Figure 1. Cell area per tile (run 1).
Drawn at 2 px/um. 16 x 16 tiles, from dark blue (low) to red (high), 0 to 100% covered.
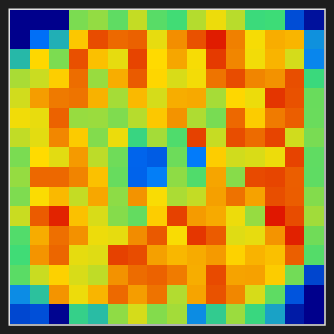
Figure 2. Cell sizes after repair (run 1).
Drawn at 2 px/um.
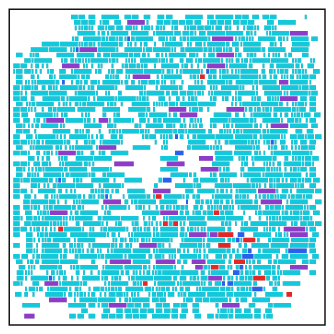
Figure 3. Nets reached from selected ports (run 1).
Drawn at 2 px/um.
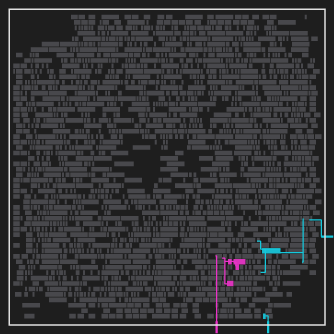
### src/rtl/rsa_pkg.sv
// rsa_pkg: shared select codes, FSM state encoding and default width for the RSA exponent controller
package rsa_pkg;
  localparam int W_DEF = 256;
  localparam logic [1:0] SEL_RES = 2'd0;
  localparam logic [1:0] SEL_BASE = 2'd1;
  localparam logic [1:0] SEL_MSG = 2'd2;
  localparam logic [1:0] SEL_MOD = 2'd3;
  typedef enum logic [2:0] {IDLE, INIT, MUL_REQ, MUL_WAIT, SQR_REQ, SQR_WAIT, DONE} state_t;
endpackage

### src/rtl/rsa_exp_ctrl_if.sv
// rsa_exp_ctrl_if: host and multiplier handshake bundle of the exponent controller
interface rsa_exp_ctrl_if #(parameter int W = 256, parameter int CW = 9);
  logic start;
  logic [W-1:0] exp_i;
  logic abort;
  logic mm_done;
  logic mm_start;
  logic [1:0] mm_sel_a;
  logic [1:0] mm_sel_b;
  logic [1:0] mm_dst;
  logic init;
  logic busy;
  logic ready;
  logic done;
  logic [CW-1:0] op_cnt;
  modport master(output start, exp_i, abort, mm_done,
                 input mm_start, mm_sel_a, mm_sel_b, mm_dst, init, busy, ready, done, op_cnt);
  modport slave(input start, exp_i, abort, mm_done,
                output mm_start, mm_sel_a, mm_sel_b, mm_dst, init, busy, ready, done, op_cnt);
endinterface

### src/rtl/rsa_exp_shreg.sv
// rsa_exp_shreg: exponent shift register, LSB-first, with zero flags on current and shifted value
module rsa_exp_shreg #(parameter int W = 256) (
  input  logic clk,
  input  logic reset,
  input  logic load,
  input  logic shift,
  input  logic [W-1:0] d,
  output logic bit0,
  output logic zero,
  output logic zero_sh
);
  logic [W-1:0] e;
  assign bit0 = e[0];
  assign zero = e == '0;
  assign zero_sh = e[W-1:1] == '0;
  // load takes precedence so a fresh exponent never gets shifted on its capture cycle
  always_ff @(posedge clk or negedge reset)
    if (!reset) e <= '0;
    else if (load) e <= d;
    else if (shift) e <= e >> 1;
endmodule

### src/rtl/rsa_exp_ctrl.sv
// rsa_exp_ctrl: right-to-left square-and-multiply sequencer driving an external modular multiplier
module rsa_exp_ctrl import rsa_pkg::*; #(parameter int W = W_DEF, parameter int CW = 9) (
  input logic clk,
  input logic reset,
  rsa_exp_ctrl_if.slave bus
);
  state_t st, nxt;
  logic [CW-1:0] bcnt;
  logic bit0, zero, zero_sh, load, shift, sat, req;
  // sat flags that the next consumed bit would reach W; only a guard, legal exponents finish first
  assign sat = bcnt >= CW'(W - 1);
  assign nxt = bus.abort ? IDLE :
               st == IDLE ? (bus.start ? INIT : IDLE) :
               st == INIT ? (zero ? DONE : bit0 ? MUL_REQ : SQR_REQ) :
               st == MUL_REQ ? MUL_WAIT :
               st == SQR_REQ ? SQR_WAIT :
               st == MUL_WAIT ? (!bus.mm_done ? MUL_WAIT : (zero_sh || sat) ? DONE : SQR_REQ) :
               st == SQR_WAIT ? (!bus.mm_done ? SQR_WAIT : bit0 ? MUL_REQ : sat ? DONE : SQR_REQ) :
               IDLE;
  assign load = nxt == INIT;
  assign req = nxt == MUL_REQ || nxt == SQR_REQ;
  assign shift = !bus.abort && ((st == INIT && !zero && !bit0) ||
                 (bus.mm_done && (st == MUL_WAIT || (st == SQR_WAIT && !bit0))));
  rsa_exp_shreg #(.W(W)) u_shreg (
    .clk(clk), .reset(reset), .load(load), .shift(shift), .d(bus.exp_i),
    .bit0(bit0), .zero(zero), .zero_sh(zero_sh)
  );
  // outputs are registered from the next state so every pulse lines up with the state it belongs to
  always_ff @(posedge clk or negedge reset)
    if (!reset) begin
      st <= IDLE;
      bcnt <= '0;
      bus.op_cnt <= '0;
      bus.mm_start <= 1'b0;
      bus.mm_sel_a <= SEL_RES;
      bus.mm_sel_b <= SEL_RES;
      bus.mm_dst <= SEL_RES;
      bus.init <= 1'b0;
      bus.busy <= 1'b0;
      bus.ready <= 1'b1;
      bus.done <= 1'b0;
    end else begin
      st <= nxt;
      bus.mm_start <= req;
      bus.init <= nxt == INIT;
      bus.done <= nxt == DONE;
      bus.ready <= nxt == IDLE;
      bus.busy <= nxt != IDLE;
      bus.op_cnt <= load ? '0 : req ? bus.op_cnt + 1'b1 : bus.op_cnt;
      bcnt <= load ? '0 : shift ? bcnt + 1'b1 : bcnt;
      if (req) begin
        bus.mm_sel_a <= nxt == MUL_REQ ? SEL_RES : SEL_BASE;
        bus.mm_sel_b <= SEL_BASE;
        bus.mm_dst <= nxt == MUL_REQ ? SEL_RES : SEL_BASE;
      end
    end
endmodule

### src/flat_wrapper.sv
// flat-port wrapper written by rule: the top's interface ports become plain ports
module rsa_exp_ctrl_flat import rsa_pkg::*;
#(parameter int W = W_DEF, parameter int CW = 9)
  (clk, reset, bus_start, bus_exp_i, bus_abort, bus_mm_done, bus_mm_start, bus_mm_sel_a, bus_mm_sel_b, bus_mm_dst, bus_init, bus_busy, bus_ready, bus_done, bus_op_cnt);
  rsa_exp_ctrl_if #(.W(W), .CW(CW)) bus_i ();
  input logic clk;
  input logic reset;
  input wire logic [$bits(bus_i.start)-1:0] bus_start;
  input wire logic [$bits(bus_i.exp_i)-1:0] bus_exp_i;
  input wire logic [$bits(bus_i.abort)-1:0] bus_abort;
  input wire logic [$bits(bus_i.mm_done)-1:0] bus_mm_done;
  output wire logic [$bits(bus_i.mm_start)-1:0] bus_mm_start;
  output wire logic [$bits(bus_i.mm_sel_a)-1:0] bus_mm_sel_a;
  output wire logic [$bits(bus_i.mm_sel_b)-1:0] bus_mm_sel_b;
  output wire logic [$bits(bus_i.mm_dst)-1:0] bus_mm_dst;
  output wire logic [$bits(bus_i.init)-1:0] bus_init;
  output wire logic [$bits(bus_i.busy)-1:0] bus_busy;
  output wire logic [$bits(bus_i.ready)-1:0] bus_ready;
  output wire logic [$bits(bus_i.done)-1:0] bus_done;
  output wire logic [$bits(bus_i.op_cnt)-1:0] bus_op_cnt;
  assign bus_i.start = bus_start;
  assign bus_i.exp_i = bus_exp_i;
  assign bus_i.abort = bus_abort;
  assign bus_i.mm_done = bus_mm_done;
  assign bus_mm_start = bus_i.mm_start;
  assign bus_mm_sel_a = bus_i.mm_sel_a;
  assign bus_mm_sel_b = bus_i.mm_sel_b;
  assign bus_mm_dst = bus_i.mm_dst;
  assign bus_init = bus_i.init;
  assign bus_busy = bus_i.busy;
  assign bus_ready = bus_i.ready;
  assign bus_done = bus_i.done;
  assign bus_op_cnt = bus_i.op_cnt;
  rsa_exp_ctrl #(.W(W), .CW(CW)) u_core (.clk(clk), .reset(reset), .bus(bus_i));
endmodule
### config.mk
export PLATFORM = sky130hd
export DESIGN_NAME = rsa_exp_ctrl_flat
export DESIGN_NICKNAME = d
export VERILOG_FILES = /design/src/rtl/rsa_pkg.sv /design/src/rtl/rsa_exp_ctrl_if.sv /design/src/rtl/rsa_exp_shreg.sv /design/src/rtl/rsa_exp_ctrl.sv /design/src/flat_wrapper.sv
export SDC_FILE = /design/constraint.sdc
export NUM_CORES = 1
export LEC_CHECK = 0
export CAP_MARGIN = 10
export CORE_UTILIZATION = 56
export CTS_CLUSTER_SIZE = 30
export DETAILED_ROUTE_END_ITERATION = 10
export PLACE_DENSITY = 0.86
export SETUP_SLACK_MARGIN = 0.5
export SLEW_MARGIN = 30
export SYNTH_ARGS = -nofsm -noshare
export SYNTH_HDL_FRONTEND = slang
export SYNTH_SLANG_ARGS = --single-unit
export TNS_END_PERCENT = 50
### constraint.sdc
create_clock -name clk -period 7.4 [get_ports clk]
set_input_delay 2.22 -clock clk [delete_from_list [all_inputs] [get_ports clk]]
set_output_delay 2.22 -clock clk [all_outputs]
set_load 0.05 [all_outputs]
==> results.txt, run 1 <==
This memo summarizes the results of the implementation run.

Outcome
The run finished with clean final reports.

Layout
The combinational gate area is 5810 um2. The final report lists a non-filler cell total of about 2200. After the last flow step, the layout net total stands at 2107.

The area used by sequential logic in the layout is 7110 um2.

Critical path
The worst reg2reg path depth is 8. The critical path data required time is 7850 ps. STA classifies the critical path startpoint as a primary input. The arrival time of data at the critical path endpoint is 4960 ps.

In this run the worst path has a maximum fanout of ~91. Tracing the worst setup path back leads to its startpoint at bus_mm_done.

Final timing
The minimum period implied by the final worst setup slack is 4510 ps. The actual transition at the worst max-transition pin is a little under 1000 ps. The minimum hold slack is 469 ps. Timing would allow up to 0.222 GHz. The remaining max-slew budget at the tightest pin is a little over a third.

Floorplan
In this run the vertical extent of the chip is approximately 160 um. The placement row count is 56.

Clock network
The CTS report gives the tree buffer count as 29. The post-CTS resize count is 0. Counting along the longest clock path gives a buffer depth of 3. The post-CTS setup buffer count is 0.

Flow run
Warnings raised by the tools during the run amount to between 40 and 50.

Routing
The detail route stage leaves a number of antenna-violating nets equal to 0. For this block, the routed nets add up to approximately 41 mm of wire.

Yosys
In this run, synthesis produced a sequential element count of 284. The and-or/or-and share of the synthesized area is between 10% and 20%. Averaged over all synthesized cells, the footprint is 8.21 um2.

Ranked by instance count, the synthesized netlist is headed by 525 x sky130_fd_sc_hd__nand2_1, 283 x sky130_fd_sc_hd__dfrtp_1, 268 x sky130_fd_sc_hd__nor2_1, 256 x sky130_fd_sc_hd__a31oi_1, 65 x sky130_fd_sc_hd__nor4_1. The yosys synthesis warning count is 0. Sorting the synthesized cells by area gives the leading types as sky130_fd_sc_hd__dfrtp_1 53%, sky130_fd_sc_hd__nand2_1 15%, sky130_fd_sc_hd__a31oi_1 12%, sky130_fd_sc_hd__nor2_1 7.5%, sky130_fd_sc_hd__nor4_1 3.0%.

The count of cell types in the netlist is 47. Sorting the Yosys area breakdown by cell type puts at the top sky130_fd_sc_hd__dfrtp_1.

Placed design
As logged by OpenROAD, the buffers inserted on ports number 277. Routability-driven placement finished with a final weighted congestion of 0.880.

Global route
Global routing used 33.1% of the available tracks across all layers. The wire length of the first global-routing pass is 63.4 mm.

Power and ir drop
The total power consumption of the routed design is about 6500 uW.

Worst hold path
The endpoint of the worst hold path is reported as u_core.bus.mm_sel_b[0]$_DFFE_PN0P_.
## Picture notes: Figure 1
47% of the tiles are over 75% full. 2.7% of the tiles are nearly empty. The fullest tile reaches 97%.

## Picture notes: Figure 2
Blue shows x2, cells 22. Cyan shows x1 and smaller, cells 1784. Purple shows x6 and larger, cells 44. Red shows x3 and x4, cells 14.

## Picture notes: Figure 3
Magenta shows `bus_abort`, bits 1, direction input, edge south, end cells 4, buffers 1, wire 57.9 um. Cyan shows `bus_mm_dst`, bits 2, direction output, edge 1 east, 1 south, end cells 2, buffers 1, wire 83.9 um.

==> run 1: cells by family after synthesis <==
family / after synthesis
XOR/XNOR: 6
flip-flops: 284
AND/OR/NAND/NOR: 924
adder cells (fa/ha/maj): 3
buffers and inverters: 132
AND-OR/OR-AND: 292
other: 1
==> run 1: registers in the layout (all words and copies together) (netlist names) <==
register             flops
u_core.bus.mm_sel_a      1
u_core.bcnt              9
u_core.st                3
u_core.bus.done          1
u_core.bus.op_cnt        9
u_core.bus.busy          1
u_core.bus.init          1
u_core.u_shreg.e       256
u_core.bus.ready         1
u_core.bus.mm_start      1
u_core.bus.mm_sel_b      1
==> run 1: routing by layer <==
layer	up-vias	share of wire, %	track usage (%)
li1	6044	-	-
met1	6299	39	44.5
met2	729	47	52.3
met3	112	9.7	6.97
met4	0	4.2	14.1
met5	-	0	0
==> run 1: worst max-delay path, cell delays in order <==
cell and delay, ps:
sky130_fd_sc_hd__clkdlybuf4s50_1 560, sky130_fd_sc_hd__nor2b_1 330, sky130_fd_sc_hd__o31a_4 830, sky130_fd_sc_hd__buf_4 620, sky130_fd_sc_hd__nand2_1 130, sky130_fd_sc_hd__a31oi_1 200
==> run 1: cell type report <==
type	count	share of cell area (%)
multi-input combinational	1228	33.6
inverter	12	0.260
tap	319	2.31
antenna	3	0.0434
timing repair buffer	288	17.1
clock inverter	19	1.22
clock buffer	33	4.40
sequential	284	41.1
==> run 1: per-stage QoR <==
step,utilization (%),cell area (um2)
floorplan,-,13500
global placement,69.0,16300
detailed placement,69.1,16300
CTS,73.2,17200
global route,73.5,17300
finish,73.5,17300
==> run 1: where the power goes <==
part	internal, uW	switching, uW
Sequential	2310	747
Clock	878	632
Combinational	814	1120
Figure 4. Cell outlines without signal wires (run 1).
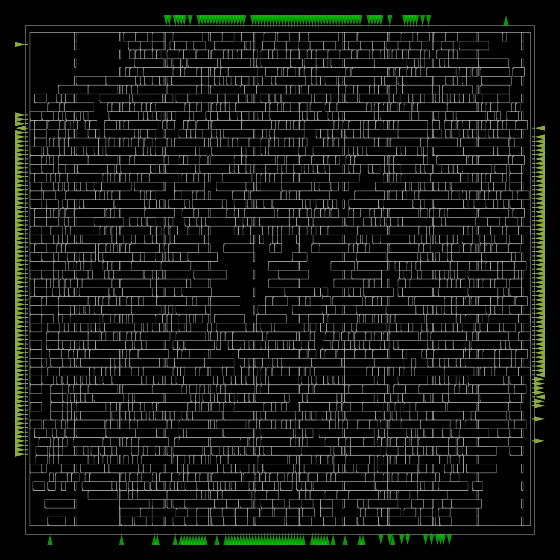

==> inputs of run 2 (changes only) <==
--- a/config.mk
+++ b/config.mk
@@ -6,10 +6,10 @@
 export NUM_CORES = 1
 export LEC_CHECK = 0
 export CAP_MARGIN = 10
-export CORE_UTILIZATION = 56
+export CORE_UTILIZATION = 52
 export CTS_CLUSTER_SIZE = 30
 export DETAILED_ROUTE_END_ITERATION = 10
-export PLACE_DENSITY = 0.86
+export PLACE_DENSITY = 0.81
 export SETUP_SLACK_MARGIN = 0.5
 export SLEW_MARGIN = 30
 export SYNTH_ARGS = -nofsm -noshare
==> constraint.sdc (replaced) <==
create_clock -name clk -period 4.6 [get_ports clk]
set_input_delay 1.38 -clock clk [delete_from_list [all_inputs] [get_ports clk]]
set_output_delay 1.38 -clock clk [all_outputs]
set_load 0.05 [all_outputs]
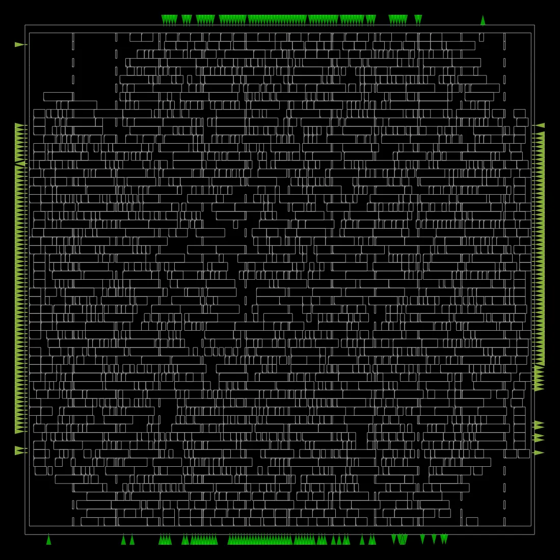
Figure 5: run 2, cell outlines without signal wires.
sequential portion of the cell area: 40.5%
tapcells inserted: 330
Post-Layout Cell Count: 2212
Util after Layout: 69.2%

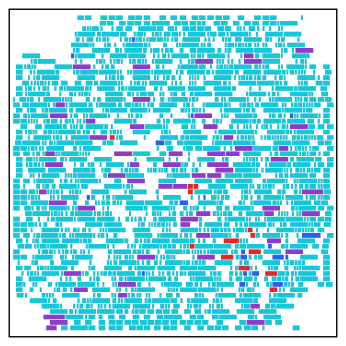
Figure 6: run 2, cell sizes after repair.
Drawn at 2 px/um.
Cyan shows x1 and smaller, cells 1785. Blue shows x2, cells 19. Purple shows x6 and larger, cells 59. Red shows x3 and x4, cells 13.

==> results.txt, run 2 <==
This memo summarizes the results of the implementation run.

Power and ir drop
In this run, power in the clock network comes to 2590 uW. The clock network power share is 24.4%. Internal power comes to 6640 uW. Total power for the finished layout comes to around 11000 uW.

The switching part of the total power is 37.5%. The combinational power is 3140 uW.

Layout
The number of antenna diodes in the final layout is 6. Leaving out the clock tree, the finished layout contains an inverter count of 12. The fraction of final cell area spent on clock buffers and inverters in this run is 6.13%. The number of logic gates is approximately 1200.

Across the whole layout, storage elements account for 7110 um2. The total number of sequential cells is 284. The final layout contains 2116 nets.

Critical path
The delay of the slowest cell on the worst path is 700 ps. In this run the critical path is formed by nor4_1, nand4_1, nor4_1, a21oi_1, o31ai_4, buf_12, nand2_1, a31oi_1. The critical path data required time is just over 5000 ps. The arrival time of data at the critical path endpoint is 4210 ps. The startpoint class of the critical path is a flip-flop.

Final timing
The minimum period implied by the final worst setup slack is about 3800 ps. The actual transition at the worst max-transition pin is approximately 800 ps.

Routing
Detailed routing placed a total of 3.44 mm of wire on met3. The routed design has 40.7 mm of wire.

Yosys
Each instance of the synthesized netlist takes up on average just over 8 um2. The commonest cells after synthesis are 525 x sky130_fd_sc_hd__nand2_1, 283 x sky130_fd_sc_hd__dfrtp_1, 268 x sky130_fd_sc_hd__nor2_1, 256 x sky130_fd_sc_hd__a31oi_1, 65 x sky130_fd_sc_hd__nor4_1. The synthesis-stage register bit count is 284.

Clock network
The post-CTS resize count is 0. The post-CTS setup buffer count is 0.

Flow run
The count of warning messages emitted by the tools is 32.

Outcome
The run finished with clean final reports.

Placed design
The post-placement cell area is about 16000 um2.

Global route
In this run the most used layer during global routing was met2.

Floorplan
The placement row count is 58.
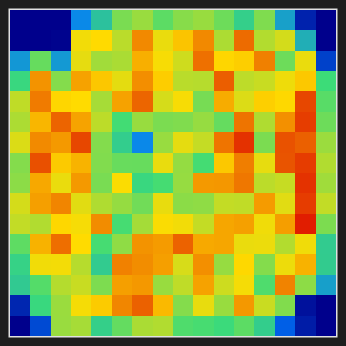
Figure 7: run 2, cell area per tile.
Drawn at 2 px/um. 16 x 16 tiles, from dark blue (low) to red (high), 0 to 100% covered.
4.3% of the tiles are nearly empty. The fullest tile reaches 97%. The mean over all tiles is 64%. 33% of the tiles are over 75% full.

## run 2: cell families (layout without fill, tap and decap cells)
group,count (synthesis),after routing,synth area share (%)
DFF,284,284,52.7
buffers and inverters,132,364,4.37
AOI/OAI and AO/OA,292,292,13.8
and+or+nand+nor,924,924,28.3
xor gates and xnor gates,6,6,0.446
adders and majority gates,3,3,0.278
other,1,9,0.0278
## run 2: how the worst min path moves through the flow
stage	from	endpoint
2_1_floorplan	u_core.u_shreg.e[1]$_DFFE_PN0P_	u_core.u_shreg.e[0]$_DFFE_PN0P_
3_3_place_gp	u_core.bus.mm_sel_b[0]$_DFFE_PN0P_	u_core.bus.mm_sel_b[0]$_DFFE_PN0P_
3_5_place_dp	u_core.bus.mm_sel_b[0]$_DFFE_PN0P_	u_core.bus.mm_sel_b[0]$_DFFE_PN0P_
4_1_cts	u_core.bus.mm_sel_b[0]$_DFFE_PN0P_	u_core.bus.mm_sel_b[0]$_DFFE_PN0P_
5_1_grt	u_core.bus.mm_sel_b[0]$_DFFE_PN0P_	u_core.bus.mm_sel_b[0]$_DFFE_PN0P_
6_report	u_core.bus.mm_sel_b[0]$_DFFE_PN0P_	u_core.bus.mm_sel_b[0]$_DFFE_PN0P_
## run 2: worst register-to-register path, cell delays in order, from the launching register on
cell and delay, ps:
sky130_fd_sc_hd__dfrtp_1 400, sky130_fd_sc_hd__nor4_1 530, sky130_fd_sc_hd__nand4_1 350, sky130_fd_sc_hd__nor4_1 710, sky130_fd_sc_hd__a21oi_1 270, sky130_fd_sc_hd__o31ai_4 630
sky130_fd_sc_hd__buf_12 380, sky130_fd_sc_hd__nand2_1 180, sky130_fd_sc_hd__a31oi_1 210
Power and IR drop assume default switching activity.
